## config.mk

```make
export PLATFORM = sky130hd
export DESIGN_NAME = cpu_run_ctrl_flat
export DESIGN_NICKNAME = d
export VERILOG_FILES = /design/src/rtl/cpu_run_pkg.sv /design/src/rtl/cpu_run_ctrl_if.sv /design/src/rtl/cpu_run_ctrl_skid_buf.sv /design/src/rtl/cpu_run_ctrl.sv /design/src/flat_wrapper.sv
export SDC_FILE = /design/constraint.sdc
export NUM_CORES = 1
export LEC_CHECK = 0
export CELL_PAD_IN_SITES_DETAIL_PLACEMENT = 1
export CELL_PAD_IN_SITES_GLOBAL_PLACEMENT = 1
export CORE_ASPECT_RATIO = 1.75
export CORE_MARGIN = 1.5
export CORE_UTILIZATION = 31
export DETAILED_ROUTE_END_ITERATION = 10
export PLACE_DENSITY = 0.84
export SLEW_MARGIN = 20
export SYNTH_ARGS = -nofsm -noshare
export SYNTH_HDL_FRONTEND = slang
export SYNTH_SLANG_ARGS = --single-unit
export TNS_END_PERCENT = 10
```

## constraint.sdc

```tcl
create_clock -name clk -period 3.3 [get_ports clk]
set_input_delay 0.825 -clock clk [delete_from_list [all_inputs] [get_ports clk]]
set_output_delay 0.825 -clock clk [all_outputs]
set_load 0.1 [all_outputs]
```

## src/rtl/cpu_run_pkg.sv

```systemverilog
// Shared types and default constants for the CPU run controller.
package cpu_run_pkg;

  localparam int DEF_NCPU       = 2;
  localparam int DEF_ADDR_W     = 16;
  localparam int DEF_CYC_W      = 32;
  localparam int DEF_DUMP_WORDS = 1024;

  typedef enum logic [1:0] {
    ST_IDLE = 2'd0,
    ST_RUN  = 2'd1,
    ST_DUMP = 2'd2,
    ST_DONE = 2'd3
  } run_state_e;

  // Width of a CPU index; a single CPU still gets one bit.
  function automatic int cpu_width(input int n);
    return (n <= 1) ? 1 : $clog2(n);
  endfunction

endpackage

```

## src/rtl/cpu_run_ctrl_if.sv

```systemverilog
// Control, program-load, memory-fabric and dump bus of the CPU run controller.
interface cpu_run_ctrl_if
  import cpu_run_pkg::*;
#(
  parameter int NCPU   = DEF_NCPU,
  parameter int ADDR_W = DEF_ADDR_W,
  parameter int CYC_W  = DEF_CYC_W
);
  localparam int CPU_W = cpu_width(NCPU);
  localparam int MA_W  = CPU_W + ADDR_W;

  logic              start;
  logic [NCPU-1:0]   run_mask;
  logic [CYC_W-1:0]  timeout_cycles;
  logic              ld_valid;
  logic              ld_ready;
  logic [MA_W-1:0]   ld_addr;
  logic [31:0]       ld_data;
  logic [NCPU-1:0]   cpu_rst_n;
  logic [NCPU-1:0]   cpu_halt;
  logic              mem_we;
  logic              mem_re;
  logic [MA_W-1:0]   mem_addr;
  logic [31:0]       mem_wdata;
  logic [31:0]       mem_rdata;
  logic              dump_valid;
  logic              dump_ready;
  logic [MA_W-1:0]   dump_addr;
  logic [31:0]       dump_data;
  logic              done;
  logic              timed_out;
  logic [CYC_W-1:0]  cycles;

  modport master (
    input  start, run_mask, timeout_cycles, ld_valid, ld_addr, ld_data,
           cpu_halt, mem_rdata, dump_ready,
    output ld_ready, cpu_rst_n, mem_we, mem_re, mem_addr, mem_wdata,
           dump_valid, dump_addr, dump_data, done, timed_out, cycles
  );

  modport slave (
    output start, run_mask, timeout_cycles, ld_valid, ld_addr, ld_data,
           cpu_halt, mem_rdata, dump_ready,
    input  ld_ready, cpu_rst_n, mem_we, mem_re, mem_addr, mem_wdata,
           dump_valid, dump_addr, dump_data, done, timed_out, cycles
  );

endinterface

```

## src/rtl/cpu_run_ctrl_skid_buf.sv

```systemverilog
// One-entry valid/ready output buffer holding a dumped word and its address.
module run_skid_buf #(
  parameter int W = 32
) (
  input  logic         clk,
  input  logic         rst,
  input  logic         in_valid,
  output logic         in_ready,
  input  logic [W-1:0] in_data,
  output logic         out_valid,
  input  logic         out_ready,
  output logic [W-1:0] out_data
);

  logic         valid_q;
  logic [W-1:0] data_q;

  assign in_ready  = !valid_q || out_ready;
  assign out_valid = valid_q;
  assign out_data  = data_q;

  // Occupancy: fill on an accepted load, drain when the consumer takes the word.
  always_ff @(posedge clk) begin
    if (rst)
      valid_q <= 1'b0;
    else if (in_valid && in_ready)
      valid_q <= 1'b1;
    else if (out_ready)
      valid_q <= 1'b0;
  end

  // Payload only changes on a load, so it stays put while the consumer stalls.
  always_ff @(posedge clk) begin
    if (in_valid && in_ready)
      data_q <= in_data;
  end

endmodule

```

## src/rtl/cpu_run_ctrl.sv

```systemverilog
// Run controller: loads programs, releases CPUs for a run, then dumps their memories.
module cpu_run_ctrl
  import cpu_run_pkg::*;
#(
  parameter int NCPU       = DEF_NCPU,
  parameter int ADDR_W     = DEF_ADDR_W,
  parameter int CYC_W      = DEF_CYC_W,
  parameter int DUMP_WORDS = DEF_DUMP_WORDS
) (
  input  logic           clk,
  input  logic           rst,
  cpu_run_ctrl_if.master bus
);

  localparam int CPU_W = cpu_width(NCPU);
  localparam int MA_W  = CPU_W + ADDR_W;
  localparam int BUF_W = MA_W + 32;
  localparam logic [CPU_W-1:0]  LAST_CPU  = CPU_W'(NCPU - 1);
  localparam logic [ADDR_W-1:0] LAST_WORD = ADDR_W'(DUMP_WORDS - 1);

  run_state_e state, state_nxt;

  logic [NCPU-1:0]   mask_q, halted_q, halted_now;
  logic [CYC_W-1:0]  timeout_q, cycles_q, cyc_inc;
  logic              timed_out_q;
  logic              all_halted, timeout_hit;

  logic [CPU_W-1:0]  dump_cpu;
  logic [ADDR_W-1:0] dump_word;
  logic              walk_done, rd_pend;
  logic [MA_W-1:0]   rd_addr_q;
  logic              in_dump, skip_cpu, issue_rd, step_cpu;
  logic              buf_valid, buf_in_ready;
  logic [BUF_W-1:0]  buf_out;

  assign halted_now  = halted_q | (bus.cpu_halt & mask_q);
  assign all_halted  = (halted_now == mask_q);
  assign cyc_inc     = (&cycles_q) ? cycles_q : cycles_q + CYC_W'(1);
  assign timeout_hit = (timeout_q != '0) && (cyc_inc == timeout_q);

  // A read may only be launched when nothing is in flight and the buffer will
  // have room for the returning word; unmasked CPUs are skipped one per cycle.
  assign in_dump  = (state == ST_DUMP) && !walk_done && !rst;
  assign skip_cpu = in_dump && !mask_q[dump_cpu];
  assign issue_rd = in_dump && mask_q[dump_cpu] && !rd_pend && buf_in_ready;
  assign step_cpu = skip_cpu || (issue_rd && (dump_word == LAST_WORD));

  // State register.
  always_ff @(posedge clk) begin
    if (rst) state <= ST_IDLE;
    else     state <= state_nxt;
  end

  // Next-state decision; halt completion is checked before timeout.
  always_comb begin
    state_nxt = state;
    case (state)
      ST_IDLE: if (bus.start) state_nxt = ST_RUN;
      ST_RUN:  if (all_halted || timeout_hit) state_nxt = ST_DUMP;
      ST_DUMP: if (walk_done && !rd_pend && (!buf_valid || bus.dump_ready))
                 state_nxt = ST_DONE;
      ST_DONE: if (bus.start) state_nxt = ST_IDLE;
      default: state_nxt = ST_IDLE;
    endcase
  end

  // Run bookkeeping: latch run setup, count RUN cycles, record halts and timeout.
  always_ff @(posedge clk) begin
    if (rst) begin
      mask_q      <= '0;
      timeout_q   <= '0;
      cycles_q    <= '0;
      timed_out_q <= 1'b0;
      halted_q    <= '0;
    end else if (state == ST_IDLE && bus.start) begin
      mask_q      <= bus.run_mask;
      timeout_q   <= bus.timeout_cycles;
      cycles_q    <= '0;
      timed_out_q <= 1'b0;
      halted_q    <= '0;
    end else if (state == ST_RUN) begin
      cycles_q <= cyc_inc;
      halted_q <= halted_now;
      if (!all_halted && timeout_hit)
        timed_out_q <= 1'b1;
    end
  end

  // Dump walker: CPU/word address generator and the one-deep read pipeline.
  always_ff @(posedge clk) begin
    if (rst || state == ST_RUN) begin
      dump_cpu  <= '0;
      dump_word <= '0;
      walk_done <= 1'b0;
      rd_pend   <= 1'b0;
      rd_addr_q <= '0;
    end else if (state == ST_DUMP) begin
      rd_pend <= issue_rd;
      if (issue_rd)
        rd_addr_q <= {dump_cpu, dump_word};
      if (step_cpu) begin
        dump_word <= '0;
        if (dump_cpu == LAST_CPU) walk_done <= 1'b1;
        else                      dump_cpu  <= dump_cpu + CPU_W'(1);
      end else if (issue_rd) begin
        dump_word <= dump_word + ADDR_W'(1);
      end
    end
  end

  run_skid_buf #(.W(BUF_W)) u_buf (
    .clk       (clk),
    .rst       (rst),
    .in_valid  (rd_pend),
    .in_ready  (buf_in_ready),
    .in_data   ({rd_addr_q, bus.mem_rdata}),
    .out_valid (buf_valid),
    .out_ready (bus.dump_ready),
    .out_data  (buf_out)
  );

  // Outputs: load pass-through in IDLE, CPU resets in RUN, dump stream from the buffer.
  always_comb begin
    bus.ld_ready   = (state == ST_IDLE) && !rst;
    bus.mem_we     = (state == ST_IDLE) && !rst && bus.ld_valid;
    bus.mem_re     = issue_rd;
    bus.mem_addr   = issue_rd ? {dump_cpu, dump_word} : bus.ld_addr;
    bus.mem_wdata  = bus.ld_data;
    bus.cpu_rst_n  = (state == ST_RUN) ? mask_q : '0;
    bus.dump_valid = buf_valid;
    bus.dump_addr  = buf_out[BUF_W-1:32];
    bus.dump_data  = buf_out[31:0];
    bus.done       = (state == ST_DONE);
    bus.timed_out  = timed_out_q;
    bus.cycles     = cycles_q;
  end

endmodule

```

## src/flat_wrapper.sv

```systemverilog
// flat-port wrapper written by rule: the top's interface ports become plain ports
module cpu_run_ctrl_flat import cpu_run_pkg::*;
#(
  parameter int NCPU       = DEF_NCPU,
  parameter int ADDR_W     = DEF_ADDR_W,
  parameter int CYC_W      = DEF_CYC_W,
  parameter int DUMP_WORDS = DEF_DUMP_WORDS
)
  (clk, rst, bus_start, bus_run_mask, bus_timeout_cycles, bus_ld_valid, bus_ld_addr, bus_ld_data, bus_cpu_halt, bus_mem_rdata, bus_dump_ready, bus_ld_ready, bus_cpu_rst_n, bus_mem_we, bus_mem_re, bus_mem_addr, bus_mem_wdata, bus_dump_valid, bus_dump_addr, bus_dump_data, bus_done, bus_timed_out, bus_cycles);
  cpu_run_ctrl_if #(.NCPU(NCPU), .ADDR_W(ADDR_W), .CYC_W(CYC_W)) bus_i ();
  input  logic clk;
  input  logic rst;
  input wire logic [$bits(bus_i.start)-1:0] bus_start;
  input wire logic [$bits(bus_i.run_mask)-1:0] bus_run_mask;
  input wire logic [$bits(bus_i.timeout_cycles)-1:0] bus_timeout_cycles;
  input wire logic [$bits(bus_i.ld_valid)-1:0] bus_ld_valid;
  input wire logic [$bits(bus_i.ld_addr)-1:0] bus_ld_addr;
  input wire logic [$bits(bus_i.ld_data)-1:0] bus_ld_data;
  input wire logic [$bits(bus_i.cpu_halt)-1:0] bus_cpu_halt;
  input wire logic [$bits(bus_i.mem_rdata)-1:0] bus_mem_rdata;
  input wire logic [$bits(bus_i.dump_ready)-1:0] bus_dump_ready;
  output wire logic [$bits(bus_i.ld_ready)-1:0] bus_ld_ready;
  output wire logic [$bits(bus_i.cpu_rst_n)-1:0] bus_cpu_rst_n;
  output wire logic [$bits(bus_i.mem_we)-1:0] bus_mem_we;
  output wire logic [$bits(bus_i.mem_re)-1:0] bus_mem_re;
  output wire logic [$bits(bus_i.mem_addr)-1:0] bus_mem_addr;
  output wire logic [$bits(bus_i.mem_wdata)-1:0] bus_mem_wdata;
  output wire logic [$bits(bus_i.dump_valid)-1:0] bus_dump_valid;
  output wire logic [$bits(bus_i.dump_addr)-1:0] bus_dump_addr;
  output wire logic [$bits(bus_i.dump_data)-1:0] bus_dump_data;
  output wire logic [$bits(bus_i.done)-1:0] bus_done;
  output wire logic [$bits(bus_i.timed_out)-1:0] bus_timed_out;
  output wire logic [$bits(bus_i.cycles)-1:0] bus_cycles;
  assign bus_i.start = bus_start;
  assign bus_i.run_mask = bus_run_mask;
  assign bus_i.timeout_cycles = bus_timeout_cycles;
  assign bus_i.ld_valid = bus_ld_valid;
  assign bus_i.ld_addr = bus_ld_addr;
  assign bus_i.ld_data = bus_ld_data;
  assign bus_i.cpu_halt = bus_cpu_halt;
  assign bus_i.mem_rdata = bus_mem_rdata;
  assign bus_i.dump_ready = bus_dump_ready;
  assign bus_ld_ready = bus_i.ld_ready;
  assign bus_cpu_rst_n = bus_i.cpu_rst_n;
  assign bus_mem_we = bus_i.mem_we;
  assign bus_mem_re = bus_i.mem_re;
  assign bus_mem_addr = bus_i.mem_addr;
  assign bus_mem_wdata = bus_i.mem_wdata;
  assign bus_dump_valid = bus_i.dump_valid;
  assign bus_dump_addr = bus_i.dump_addr;
  assign bus_dump_data = bus_i.dump_data;
  assign bus_done = bus_i.done;
  assign bus_timed_out = bus_i.timed_out;
  assign bus_cycles = bus_i.cycles;
  cpu_run_ctrl #(.NCPU(NCPU), .ADDR_W(ADDR_W), .CYC_W(CYC_W), .DUMP_WORDS(DUMP_WORDS)) u_core (.clk(clk), .rst(rst), .bus(bus_i));
endmodule
```

==> impl_metrics.toml <==
# generated from flow reports
[worst_setup_path]
worstSetupStartpointType = "flop"
required_ns = 3.62
endpoint = "u_core.state[0]"
reg2reg_from = "u_core.bus.cycles[0]"

[final_layout]
nFillCells = 2824
area_growth_pct = 41.03
seq_share_pct = 33.62

[status]
status = "finished, final reports clean"

[logic_synthesis]
ys_types = 65
enable_flop_cells = 49
yosys.area_share.aoi_pct = 10.55
yosys_area_sq_mm = 0.007742
postSynth.asyncResetShare_pct = 0
syn_avg_cell_area_sq_um = 8.961
synth-seq-cells = 157

[sta]
setup_viol = 0
worst_slew_pin_slew_ns = 0.7264
fmax_ghz = 0.3051
whs_ns = 0.4438

[global_routing]
track_usage_pct = 21.65
grtUsageMet3_pct = 4.533
grt-ovfl-total = 0

[clocking]
cts_tree = "built"
clock_path_buffers = 2

[route]
wl_met2_um = 15240
drc = 0
via_per_inst = 5.136

[hold_path]
holdPathStages = 0
worstHoldStart = "u_core.rd_addr_q[8]"
min_to = "u_core.u_buf.out_data[40]"

[power_and_ir_drop]
power.share.switching_pct = 34.68
p_clk_share_pct = 33.7
comb-power_uw = 1580
p_clk_uw = 1950
p_comb_share_pct = 27.3

[run]
warnings = 33

[floorplan]
die_area_sq_mm = 0.02597
synth_stat cells, types with 3 or more instances:
| library cell | count | area share, % |
|---|---|---|
| and3_1 | 5 | 0.40 |
| nor4_1 | 11 | 0.89 |
| ha_1 | 7 | 1.1 |
| inv_1 | 15 | 0.73 |
| o21ai_0 | 10 | 0.65 |
| nand2_1 | 179 | 8.7 |
| nor3_1 | 8 | 0.52 |
| or4_1 | 6 | 0.58 |
| clkbuf_1 | 32 | 1.6 |
| a2111oi_0 | 5 | 0.57 |
| nand4_1 | 30 | 2.4 |
| or2_2 | 9 | 0.73 |
| edfxtp_1 | 49 | 19 |
| nor2_1 | 67 | 3.2 |
| and4_1 | 8 | 0.91 |
| mux2i_1 | 5 | 0.65 |
| xnor2_1 | 36 | 4.1 |
| nor2b_1 | 5 | 0.40 |
| o2111ai_1 | 3 | 0.34 |
| buf_2 | 14 | 0.91 |
| buf_6 | 3 | 0.44 |
| nand4b_1 | 3 | 0.34 |
| buf_4 | 37 | 3.6 |
| nand3_1 | 22 | 1.4 |
| a21oi_1 | 71 | 4.6 |
| dfxtp_1 | 108 | 28 |
| and2_1 | 7 | 0.57 |
| o31ai_1 | 3 | 0.29 |
| xor2_1 | 51 | 5.8 |
| or3_1 | 5 | 0.40 |
| nand2b_1 | 6 | 0.48 |
stage by stage:
step                      setup TNS, ns  cell area [sq um]  setup WS, ns  power, uW
after floorplan                  -2.033               7801       -0.2843       3413
after global placement           -1.222              10210      -0.09465       3803
after detailed placement         -2.582              10210       -0.1923       3836
after CTS                      -0.02736              10860      -0.02736       5824
after global routing            -0.1938              10920      -0.04386       6009
final                                 0              10920       0.02213       5786
what timing repair did:
action,in CTS,in global routing
resized,17,17
pin swaps,2,6
cloned,1,0
hold buffers,0,0
setup buffers,2,2
setup endpoints to repair,19,15
Fig. 1: the metal 3 layer
(3 px per um)
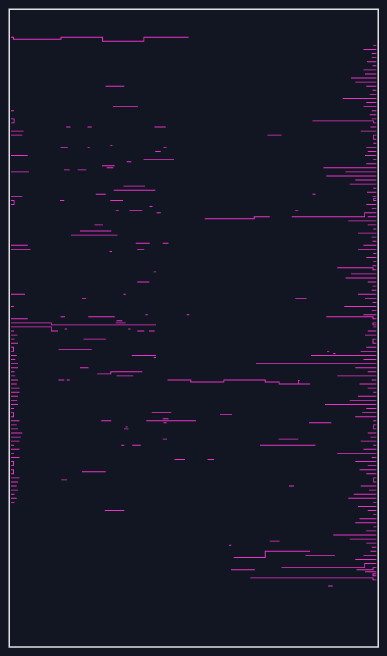
wire length on this layer: 1,370 um
nets with wire on the layer: 207
main direction: horizontal
longest straight run: 40.7 um

Fig. 2: sequential cells grouped by signal name
(2 px per um)
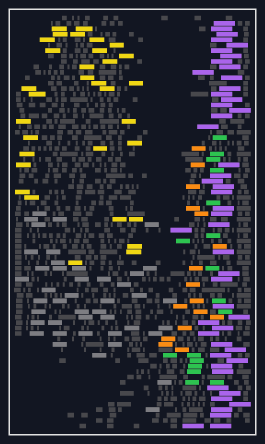
legend:
  green:
    signal: `u_core.rd_addr_q`
    flops: 17
  orange:
    signal: `u_core.dump_word`
    flops: 16
  yellow:
    signal: `u_core.bus.cycles`
    flops: 32
  purple:
    signal: `u_core.u_buf.out_data`
    flops: 49
    where: a vertical strip on the right
not coloured: 43

Power is estimated from default activity; no workload was simulated.
